==> run_1/layer_met1.png <==
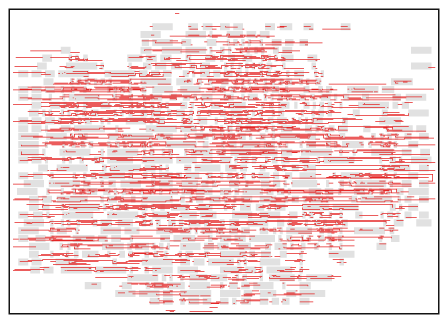
==> run_1/layer_met2.png <==
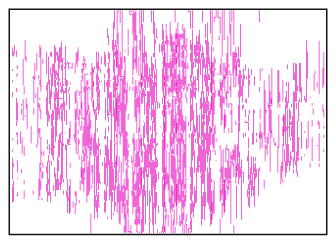
==> run_1/layer_met3.png <==
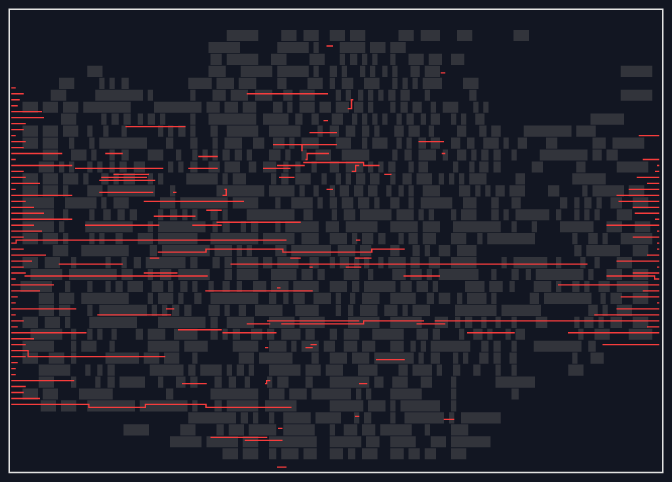
File: config.mk
export PLATFORM = sky130hd
export DESIGN_NAME = antares_fetch_controller_flat
export DESIGN_NICKNAME = d
export VERILOG_FILES = /design/src/rtl/antares_fetch_controller_pkg.sv /design/src/rtl/antares_fetch_controller_if.sv /design/src/rtl/antares_redirect_buffer.sv /design/src/rtl/antares_fetch_controller.sv /design/src/flat_wrapper.sv
export SDC_FILE = /design/constraint.sdc
export NUM_CORES = 1
export LEC_CHECK = 0
export ABC_AREA = 1
export CELL_PAD_IN_SITES_DETAIL_PLACEMENT = 1
export CELL_PAD_IN_SITES_GLOBAL_PLACEMENT = 1
export CORE_ASPECT_RATIO = 0.7
export CORE_MARGIN = 2
export CORE_UTILIZATION = 25
export CTS_CLUSTER_DIAMETER = 100
export DETAILED_ROUTE_END_ITERATION = 10
export GPL_TIMING_DRIVEN = 0
export HOLD_SLACK_MARGIN = 0.03
export PLACE_DENSITY = 0.8
export SLEW_MARGIN = 15
export SYNTH_ARGS = -nofsm -noshare
export SYNTH_HDL_FRONTEND = slang
export SYNTH_SLANG_ARGS = --single-unit
File: constraint.sdc
create_clock -name clk -period 2.48 [get_ports clk]
set_input_delay 0.496 -clock clk [delete_from_list [all_inputs] [get_ports clk]]
set_output_delay 0.496 -clock clk [all_outputs]
set_load 0.1 [all_outputs]
File: src/rtl/antares_fetch_controller_pkg.sv
// Shared types and constants for the Antares instruction-fetch controller.
// RESET_VECTOR_DEFAULT must track the PC register's reset base.
package antares_fetch_controller_pkg;

  typedef enum logic [1:0] {
    ST_BOOT  = 2'b00,
    ST_FETCH = 2'b01,
    ST_HOLD  = 2'b10
  } fc_state_e;

  localparam logic [31:0] PC_INC               = 32'h4;
  localparam logic [31:0] RESET_VECTOR_DEFAULT = 32'hBFC0_0000;

endpackage

File: src/rtl/antares_fetch_controller_if.sv
// Bundle of PC-register, instruction-memory and redirect signals around the fetch controller.
// The master modport is the controller's view; slave is the surrounding pipeline.
interface antares_fetch_controller_if;
  logic [31:0] if_pc;
  logic [31:0] if_new_pc;
  logic        if_stall;
  logic        imem_req;
  logic        imem_ready;
  logic        id_stall;
  logic        br_req;
  logic [31:0] br_target;
  logic        exc_req;
  logic [31:0] exc_vector;
  logic        if_valid;
  logic        if_kill;
  logic        redirect_pending;

  modport master (
    input  if_pc, imem_ready, id_stall, br_req, br_target, exc_req, exc_vector,
    output if_new_pc, if_stall, imem_req, if_valid, if_kill, redirect_pending
  );

  modport slave (
    output if_pc, imem_ready, id_stall, br_req, br_target, exc_req, exc_vector,
    input  if_new_pc, if_stall, imem_req, if_valid, if_kill, redirect_pending
  );
endinterface

File: src/rtl/antares_redirect_buffer.sv
// Holds a branch/exception redirect that arrived while no instruction was advancing,
// and merges it with same-cycle redirects into the next-PC choice.
module antares_redirect_buffer (
  input  logic        clk,
  input  logic        rst,
  input  logic        advance_i,
  input  logic        br_req_i,
  input  logic [31:0] br_target_i,
  input  logic        exc_req_i,
  input  logic [31:0] exc_vector_i,
  output logic        pend_exc_o,
  output logic        pend_br_o,
  output logic        redir_valid_o,
  output logic [31:0] redir_target_o,
  output logic        kill_o
);
  logic        pend_exc_q, pend_exc_d;
  logic        pend_br_q, pend_br_d;
  logic [31:0] pend_target_q, pend_target_d;

  always_comb begin
    pend_exc_d    = pend_exc_q;
    pend_br_d     = pend_br_q;
    pend_target_d = pend_target_q;
    // Any advance consumes whatever was pending; a losing branch is simply dropped.
    if (advance_i) begin
      pend_exc_d = 1'b0;
      pend_br_d  = 1'b0;
    end else if (exc_req_i) begin
      pend_exc_d    = 1'b1;
      pend_br_d     = 1'b0;
      pend_target_d = exc_vector_i;
    end else if (br_req_i && !pend_exc_q) begin
      pend_br_d     = 1'b1;
      pend_target_d = br_target_i;
    end
  end

  always_ff @(posedge clk or negedge rst) begin
    if (!rst) begin
      pend_exc_q <= 1'b0;
      pend_br_q  <= 1'b0;
    end else begin
      pend_exc_q <= pend_exc_d;
      pend_br_q  <= pend_br_d;
    end
  end

  // Target is qualified by the flags, so it needs no reset.
  always_ff @(posedge clk) begin
    pend_target_q <= pend_target_d;
  end

  always_comb begin
    redir_target_o = pend_target_q;
    if (exc_req_i)       redir_target_o = exc_vector_i;
    else if (pend_exc_q) redir_target_o = pend_target_q;
    else if (br_req_i)   redir_target_o = br_target_i;
  end

  assign pend_exc_o    = pend_exc_q;
  assign pend_br_o     = pend_br_q;
  assign kill_o        = exc_req_i | pend_exc_q;
  assign redir_valid_o = exc_req_i | pend_exc_q | br_req_i | pend_br_q;

endmodule

File: src/rtl/antares_fetch_controller.sv
// IF-stage sequencer: boot delay, instruction-memory handshake, back-pressure hold,
// and next-PC selection with buffered branch/exception redirects.
module antares_fetch_controller
  import antares_fetch_controller_pkg::*;
#(
  parameter logic [31:0] RESET_VECTOR = RESET_VECTOR_DEFAULT,
  parameter int unsigned BOOT_DELAY   = 2
) (
  input logic                        clk,
  input logic                        rst,
  antares_fetch_controller_if.master bus
);
  localparam logic [3:0] BOOT_CNT = 4'(BOOT_DELAY);

  fc_state_e   state_q, state_d;
  logic [3:0]  cnt_q, cnt_d;
  logic        advance;
  logic        req;
  logic        kill;
  logic        redir_valid;
  logic        pend_exc;
  logic        pend_br;
  logic [31:0] redir_target;
  logic [31:0] new_pc;

  antares_redirect_buffer u_redirect_buffer (
    .clk            (clk),
    .rst            (rst),
    .advance_i      (advance),
    .br_req_i       (bus.br_req),
    .br_target_i    (bus.br_target),
    .exc_req_i      (bus.exc_req),
    .exc_vector_i   (bus.exc_vector),
    .pend_exc_o     (pend_exc),
    .pend_br_o      (pend_br),
    .redir_valid_o  (redir_valid),
    .redir_target_o (redir_target),
    .kill_o         (kill)
  );

  always_comb begin
    state_d = state_q;
    cnt_d   = cnt_q;
    advance = 1'b0;
    req     = 1'b0;
    unique case (state_q)
      ST_BOOT: begin
        if (cnt_q == 4'd0) state_d = ST_FETCH;
        else               cnt_d   = cnt_q - 4'd1;
      end
      ST_FETCH: begin
        req = 1'b1;
        if (bus.imem_ready) begin
          if (bus.id_stall) state_d = ST_HOLD;
          else              advance = 1'b1;
        end
      end
      ST_HOLD: begin
        if (!bus.id_stall) begin
          advance = 1'b1;
          state_d = ST_FETCH;
        end
      end
      default: begin
        state_d = ST_BOOT;
        cnt_d   = BOOT_CNT;
      end
    endcase
  end

  always_ff @(posedge clk or negedge rst) begin
    if (!rst) begin
      state_q <= ST_BOOT;
      cnt_q   <= BOOT_CNT;
    end else begin
      state_q <= state_d;
      cnt_q   <= cnt_d;
    end
  end

  // Outside an advance the PC register is stalled, so new_pc only matters for visibility.
  always_comb begin
    new_pc = bus.if_pc;
    if (state_q != ST_FETCH && state_q != ST_HOLD) new_pc = RESET_VECTOR;
    else if (advance && redir_valid)               new_pc = redir_target;
    else if (advance)                              new_pc = bus.if_pc + PC_INC;
  end

  assign bus.if_new_pc        = new_pc;
  assign bus.imem_req         = req;
  assign bus.if_stall         = ~advance;
  assign bus.if_valid         = advance & ~kill;
  assign bus.if_kill          = advance & kill;
  assign bus.redirect_pending = pend_exc | pend_br;

endmodule

File: src/flat_wrapper.sv
// flat-port wrapper written by rule: the top's interface ports become plain ports
module antares_fetch_controller_flat import antares_fetch_controller_pkg::*;
#(
  parameter logic [31:0] RESET_VECTOR = RESET_VECTOR_DEFAULT,
  parameter int unsigned BOOT_DELAY   = 2
)
  (clk, rst, bus_if_pc, bus_imem_ready, bus_id_stall, bus_br_req, bus_br_target, bus_exc_req, bus_exc_vector, bus_if_new_pc, bus_if_stall, bus_imem_req, bus_if_valid, bus_if_kill, bus_redirect_pending);
  antares_fetch_controller_if bus_i ();
  input logic clk;
  input logic rst;
  input wire logic [$bits(bus_i.if_pc)-1:0] bus_if_pc;
  input wire logic [$bits(bus_i.imem_ready)-1:0] bus_imem_ready;
  input wire logic [$bits(bus_i.id_stall)-1:0] bus_id_stall;
  input wire logic [$bits(bus_i.br_req)-1:0] bus_br_req;
  input wire logic [$bits(bus_i.br_target)-1:0] bus_br_target;
  input wire logic [$bits(bus_i.exc_req)-1:0] bus_exc_req;
  input wire logic [$bits(bus_i.exc_vector)-1:0] bus_exc_vector;
  output wire logic [$bits(bus_i.if_new_pc)-1:0] bus_if_new_pc;
  output wire logic [$bits(bus_i.if_stall)-1:0] bus_if_stall;
  output wire logic [$bits(bus_i.imem_req)-1:0] bus_imem_req;
  output wire logic [$bits(bus_i.if_valid)-1:0] bus_if_valid;
  output wire logic [$bits(bus_i.if_kill)-1:0] bus_if_kill;
  output wire logic [$bits(bus_i.redirect_pending)-1:0] bus_redirect_pending;
  assign bus_i.if_pc = bus_if_pc;
  assign bus_i.imem_ready = bus_imem_ready;
  assign bus_i.id_stall = bus_id_stall;
  assign bus_i.br_req = bus_br_req;
  assign bus_i.br_target = bus_br_target;
  assign bus_i.exc_req = bus_exc_req;
  assign bus_i.exc_vector = bus_exc_vector;
  assign bus_if_new_pc = bus_i.if_new_pc;
  assign bus_if_stall = bus_i.if_stall;
  assign bus_imem_req = bus_i.imem_req;
  assign bus_if_valid = bus_i.if_valid;
  assign bus_if_kill = bus_i.if_kill;
  assign bus_redirect_pending = bus_i.redirect_pending;
  antares_fetch_controller #(.RESET_VECTOR(RESET_VECTOR), .BOOT_DELAY(BOOT_DELAY)) u_core (.clk(clk), .rst(rst), .bus(bus_i));
endmodule
==> out/highlights.md, run 1 <==
### Finish
- 32.4% — fraction of cell area in non-clock buffers
- 7120 um2 — post-layout instance area
- multi-input combinational cells — largest cell class by area
- 866 — number of nets in the layout
- 69 — inverter count
- 951 — non-filler cells in the finished layout
- sky130_fd_sc_hd__nand2_1 — most common library cell in the layout ignoring fill and taps
- 2940 um2 — combinational cell area excluding buffers and inverters
- 16.3% — sequential fraction of total cell area
- 1160 um2 — combined flip-flop and latch cell area
- 2.02% — clock buffer and inverter area fraction after layout
- 2 — # diodes
- 5 — count of clock-net buffers in the final layout
- 50.5% — final design utilization
- 1658 — total of fill cells in the finished design
- 192 — Non-CTS buffers
- 41.3% — fraction of area in multi-input gates
- 40 — seq_cells

### Logic synthesis
- 3650 um2 — Post-Synthesis Cell Area
- 34 — library cells used by synthesis
- 1.44% — xor and xnor fraction of the mapped netlist area
- 584 — cell count after synthesis
- 26.3% — share of Yosys cell area claimed by the top area cell type
- sky130_fd_sc_hd__edfxtp_1 — Dominant Register Cell
- 38.3% — basic-gate share of the synthesized area counting and, or, nand and nor cells
- 692 — number of nets in the synthesized netlist
- 31.8% — sequential fraction of the synthesis area
- sky130_fd_sc_hd__nand2_1, sky130_fd_sc_hd__inv_1, sky130_fd_sc_hd__o21ai_0, sky130_fd_sc_hd__nand3_1, sky130_fd_sc_hd__nor2_1 — most common library cells after synthesis
- 6.25 um2 — Avg Cell Area, Syn
- 0 — count of yosys warnings during synthesis
- 32 — number of flops mapped to enable cells by yosys
- 584 — post-synthesis cell count from yosys
- 0% — Post-synth mux share
- 2.06% — area fraction in full adders, half adders and majority gates
- sky130_fd_sc_hd__edfxtp_1, sky130_fd_sc_hd__nand2_1, sky130_fd_sc_hd__o21ai_0 — dominant cells by area after synthesis
- 20.0% — post-synthesis async set-or-reset flop share
- 40 — Synth Register Bits
- sky130_fd_sc_hd__nand2_1 — Yosys top cell by instances

### Setup path
- flip-flop — type of origin of the critical path
- 7 — worst-path maximum fanout
- flip-flop to output pin — start-to-end type of the worst setup path
- simple AND/OR/NAND/NOR gates — family with the most delay on the worst path
- 8 — number of cells on the worst reg-to-reg path
- u_core.state_q[1] — timing startpoint of the critical path
- 1980 ps — required time at the endpoint of the critical path
- 6 — CP bufs+invs
- 13 — Levels on crit path
- output pin — CP endpoint kind
- u_core.u_redirect_buffer.pend_target_q[28] — Worst R2R End
- u_core.state_q[0] — Reg-to-Reg Start
- 2480 ps — data arrival at the endpoint of the critical path
- 380 ps — Slowest Stage Delay on Critical Path

### Floorplan
- 139 — top-level port count
- 25.9% — fp util
- 36 — total number of placement rows
- 105 um — Die Height
- 15600 um2 — total die area
- 14100 um2 — Std-Cell Core Area
- 148 um — Die Wd

### Final timing
- -12980 ps — final-layout setup total negative slack
- 36.3% — remaining max-slew budget at the tightest pin
- 0 — number of hold violations in the final report
- 2980 ps — minimum clock period
- 0.336 GHz — Highest Clock Rate
- 33 — final setup vio count
- 960 ps — measured slew at the worst slew-check pin
- 0 — final slew viol count
- yes — RSZ-0062 raised after global routing
- 120% — final worst path period share
- -496 ps — final critical-path setup slack
- 500 ps — tightest hold margin

### CTS
- 2 — CTS H-tree lvls
- 2 — maximum root-to-sink buffer count
- sky130_fd_sc_hd__clkbuf_16 — CTS Root Buffer Type
- 5 — number of CTS-inserted buffers
- 40 — clock sinks
- 290 ps — clock latency on the worst-skew pair
- 438 — CTS-repair resized insts
- 60 ps — Worst-path clk slew
- 18 — number of post-CTS setup repair buffers
- built — CTS tree

### GRT
- 33 — maximum number of pins on one net before global-route repair
- 24.0% — global-route usage over all layers
- 0 — Overflow after GRT
- 5310 — via count of the first global-routing pass
- 29100 um — wire length of the first global-routing pass
- 0 — number of antenna violations at the first check in global routing

### Routing
- 0 — remaining routing DRC violations
- 0 — antenna violation net count after detailed routing
- 5 — number of iterations in the first detailed-routing pass
- 20.9 um — mean routed wirelength per cell
- 19900 um — Detailed Route WL
- 5.18 — vias per std cell
- 344 — number of DRC markers after the initial detailed-route iteration
- 4929 — vias post-DR

### Place
- 138 — count of buffers inserted at the top-level ports
- 0.836 — Final GP Congestion
- 912 — DP Cell Count
- -1750 ps — Place WS
- 5610 um2 — area post-placement

### Power
- 0.0101 W — power consumption
- 0.00427 W — total internal power
- 83.4% — Gate power share
- 0.00585 W — net switching power of the design
- 6.5% — portion of total power attributed to the clock network
- 3.00 nW — Static Leak
- 57.8% — switch share
- 1420 nW/um2 — pwr dens
- 10.0% — fraction of power consumed by sequential logic

### Run
- 32 — Log Warnings
- 0 — Max Cap Viol

### Worst hold path
- input pin to asynchronous set/reset pin — path class of the lowest-slack min-delay path

### Run status
- negative setup slack — failing checks
- finished with violations — status

## Picture notes: layer_met1.png
The layer carries 8750 um of wire. 795 nets have wire on it. The layer holds 44% of the routed length. The wires run mostly horizontal.

## Picture notes: layer_met2.png
The wires run mostly vertical. The layer holds 48% of the routed length. 795 nets have wire on it.

## Picture notes: layer_met3.png
The layer holds 6.6% of the routed length. 139 nets have wire on it.

==> run 1: state kept, by name (all words and copies together), names as in the netlist <==
signal,cells
u_core.cnt_q,4
u_core.state_q,2
u_core.u_redirect_buffer.pend_br_o,1
u_core.u_redirect_buffer.pend_exc_o,1
u_core.u_redirect_buffer.pend_target_q,32
==> run 1: power groups by stage <==
stage	Combinational, W	Clock, W	Sequential [W]
floorplan	0.00473	0	0.00100
global placement	0.00611	0	0.00102
detailed placement	0.00621	0	0.00103
CTS	0.00787	0.000672	0.00101
global route	0.00875	0.000702	0.00103
finish	0.00845	0.000663	0.00102
==> run 1: layer usage <==
layer	GRT usage [%]	wire (um)	up-vias	part of all wire, %
met1	31.5	8750	2426	44
li1	-	-	2272	-
met4	4.90	312	0	1.6
met3	5.68	1320	27	6.6
met5	0	0	-	0
met2	40.2	9480	204	48
==> run 2: changes to the inputs <==
--- a/config.mk
+++ b/config.mk
@@ -13,7 +13,6 @@
 export CORE_UTILIZATION = 25
 export CTS_CLUSTER_DIAMETER = 100
 export DETAILED_ROUTE_END_ITERATION = 10
-export GPL_TIMING_DRIVEN = 0
 export HOLD_SLACK_MARGIN = 0.03
 export PLACE_DENSITY = 0.8
 export SLEW_MARGIN = 15
==> run 2 against run 1 <==
The flow still finishes with violations (negative setup slack); die size is the same; sequential power is essentially flat; final cell count grew 6.6%; synthesized cell count is the same; combinational power shrank 2%; power shrank 0.74%; sequential share of layout area shrank 0.78 points.
==> out/highlights.md, run 2 <==
### Floorplan
- 14100 um2 — Std-Cell Core Area, unchanged
- 25.9% — fp util, unchanged
- 148 um — Die Wd, unchanged

### CTS
- sky130_fd_sc_hd__clkbuf_16 — CTS Root Buffer Type, unchanged
- 2 — maximum root-to-sink buffer count, unchanged
- 70 ps — Worst-path clk slew, was 60 ps
- 5 — number of CTS-inserted buffers, unchanged
- built — CTS tree, unchanged
- 300 ps — clock latency on the worst-skew pair, was 290 ps
- 40 — clock sinks, unchanged

### Logic synthesis
- 584 — cell count after synthesis, unchanged
- 32 — number of flops mapped to enable cells by yosys, unchanged
- 1.44% — xor and xnor fraction of the mapped netlist area, unchanged
- 26.3% — share of Yosys cell area claimed by the top area cell type, unchanged
- 40 — Synth Register Bits, unchanged
- 2.06% — area fraction in full adders, half adders and majority gates, unchanged
- 584 — post-synthesis cell count from yosys, unchanged
- 0% — Post-synth mux share, unchanged
- sky130_fd_sc_hd__nand2_1, sky130_fd_sc_hd__inv_1, sky130_fd_sc_hd__o21ai_0, sky130_fd_sc_hd__nand3_1, sky130_fd_sc_hd__nor2_1 — most common library cells after synthesis, unchanged
- 34 — library cells used by synthesis, unchanged

### Routing
- 1140 um — wire length on met3, was 1320 um
- 0 — antenna violation net count after detailed routing, unchanged
- 18700 um — Detailed Route WL, was 19900 um
- met4 — highest layer used for signal routing, unchanged
- 8890 um — met2 wire length, was 9480 um
- 232 — number of DRC markers after the initial detailed-route iteration, was 344

### Setup path
- u_core.state_q[1] — Reg-to-Reg Start, was u_core.state_q[0]
- 10 — number of cells on the worst reg-to-reg path, was 8
- 12 — Levels on crit path, was 13
- 400 ps — Slowest Stage Delay on Critical Path, was 380 ps
- 2390 ps — data arrival at the endpoint of the critical path, was 2480 ps
- flip-flop — type of origin of the critical path, unchanged
- 1980 ps — required time at the endpoint of the critical path, about the same

### Final timing
- 61.4% — remaining max-slew budget at the tightest pin, was 36.3%
- 32 — final setup vio count, was 33
- 0 — number of hold violations in the final report, unchanged
- -408 ps — final critical-path setup slack, was -496 ps
- yes — RSZ-0062 raised after global routing, unchanged

### GRT
- 38.1% — met2 track demand over resource, was 40.2%
- 36 — maximum number of pins on one net before global-route repair, was 33
- 3 — number of antenna violations at the first check in global routing, was 0
- 0 — Overflow after GRT, unchanged
- 22.9% — global-route usage over all layers, was 24.0%
- 5363 — via count of the first global-routing pass, was 5310
- met2 — busiest grt layer, unchanged

### Run status
- negative setup slack — failing checks, unchanged
- finished with violations — status, unchanged

### Finish
- 2.29% — clock buffer and inverter area fraction after layout, was 2.02%
- u_core.u_redirect_buffer.pend_target_q — top register by number of flip-flops, unchanged
- 3 — # diodes, was 2
- 15.5% — sequential fraction of total cell area, was 16.3%
- 40 — seq_cells, unchanged
- 7480 um2 — post-layout instance area, was 7120 um2
- 2770 um2 — combinational cell area excluding buffers and inverters, was 2940 um2
- 1160 um2 — combined flip-flop and latch cell area, unchanged
- 5 — count of clock-net buffers in the final layout, unchanged
- sky130_fd_sc_hd__nand2_1 — most common library cell in the layout ignoring fill and taps, unchanged
- 928 — number of nets in the layout, was 866
- 32 — flip-flop count of the largest register, all copies and words added, unchanged
- 1671 — total of fill cells in the finished design, was 1658
- 37.1% — fraction of area in multi-input gates, was 41.3%
- 37.6% — fraction of cell area in non-clock buffers, was 32.4%

### Power
- 3.39 nW — Static Leak, was 3.00 nW
- 1340 nW/um2 — pwr dens, was 1420 nW/um2

### Place
- 0.849 — Final GP Congestion, was 0.836
- -618 ps — Place WS, was -1750 ps

### Worst hold path
- input pin to asynchronous set/reset pin — path class of the lowest-slack min-delay path, unchanged

## run 2: power breakdown
| part | leakage (nW) | switching [W] | internal (W) | total [W] |
|---|---|---|---|---|
| Combinational | 2.89 | 0.00529 | 0.00296 | 0.00825 |
| Clock | 0.0804 | 0.000312 | 0.000479 | 0.000792 |
| Sequential | 0.415 | 0.0000654 | 0.000941 | 0.00101 |
| Total | 3.39 | 0.00567 | 0.00438 | 0.0101 |
## run 2: timing repair
| item | CTS | global route |
|---|---|---|
| setup endpoints to repair | 32 | 34 |
| resized | 78 | 60 |
| buffers inserted | 7 | 14 |
| pin swaps | 26 | 26 |
| cloned | 1 | 3 |
## run 2: stage by stage
stage / TNS [ps] / hold WS, ps
floorplan: -3410 / 200
global placement: -11570 / 496
detailed placement: -13050 / 541
CTS: -10080 / 518
global route: -13550 / 541
finish: -10670 / 515
==> run_2/layer_met2.png <==
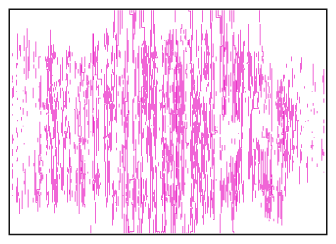
The layer carries 8890 um of wire. The longest straight run is 42.8 um. The wires run mostly vertical. 823 nets have wire on it. The layer holds 47% of the routed length.

==> run_2/layer_met4.png <==
Scale bar: 50 um.
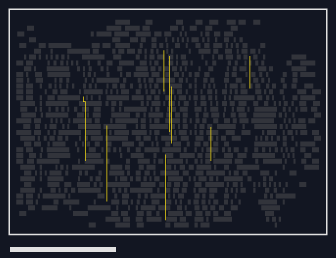
The longest straight run is 35.4 um. The layer holds 1.1% of the routed length. 7 nets have wire on it. The layer carries 208 um of wire.

Power figures rest on the tool's default switching activity, not on a simulated workload.
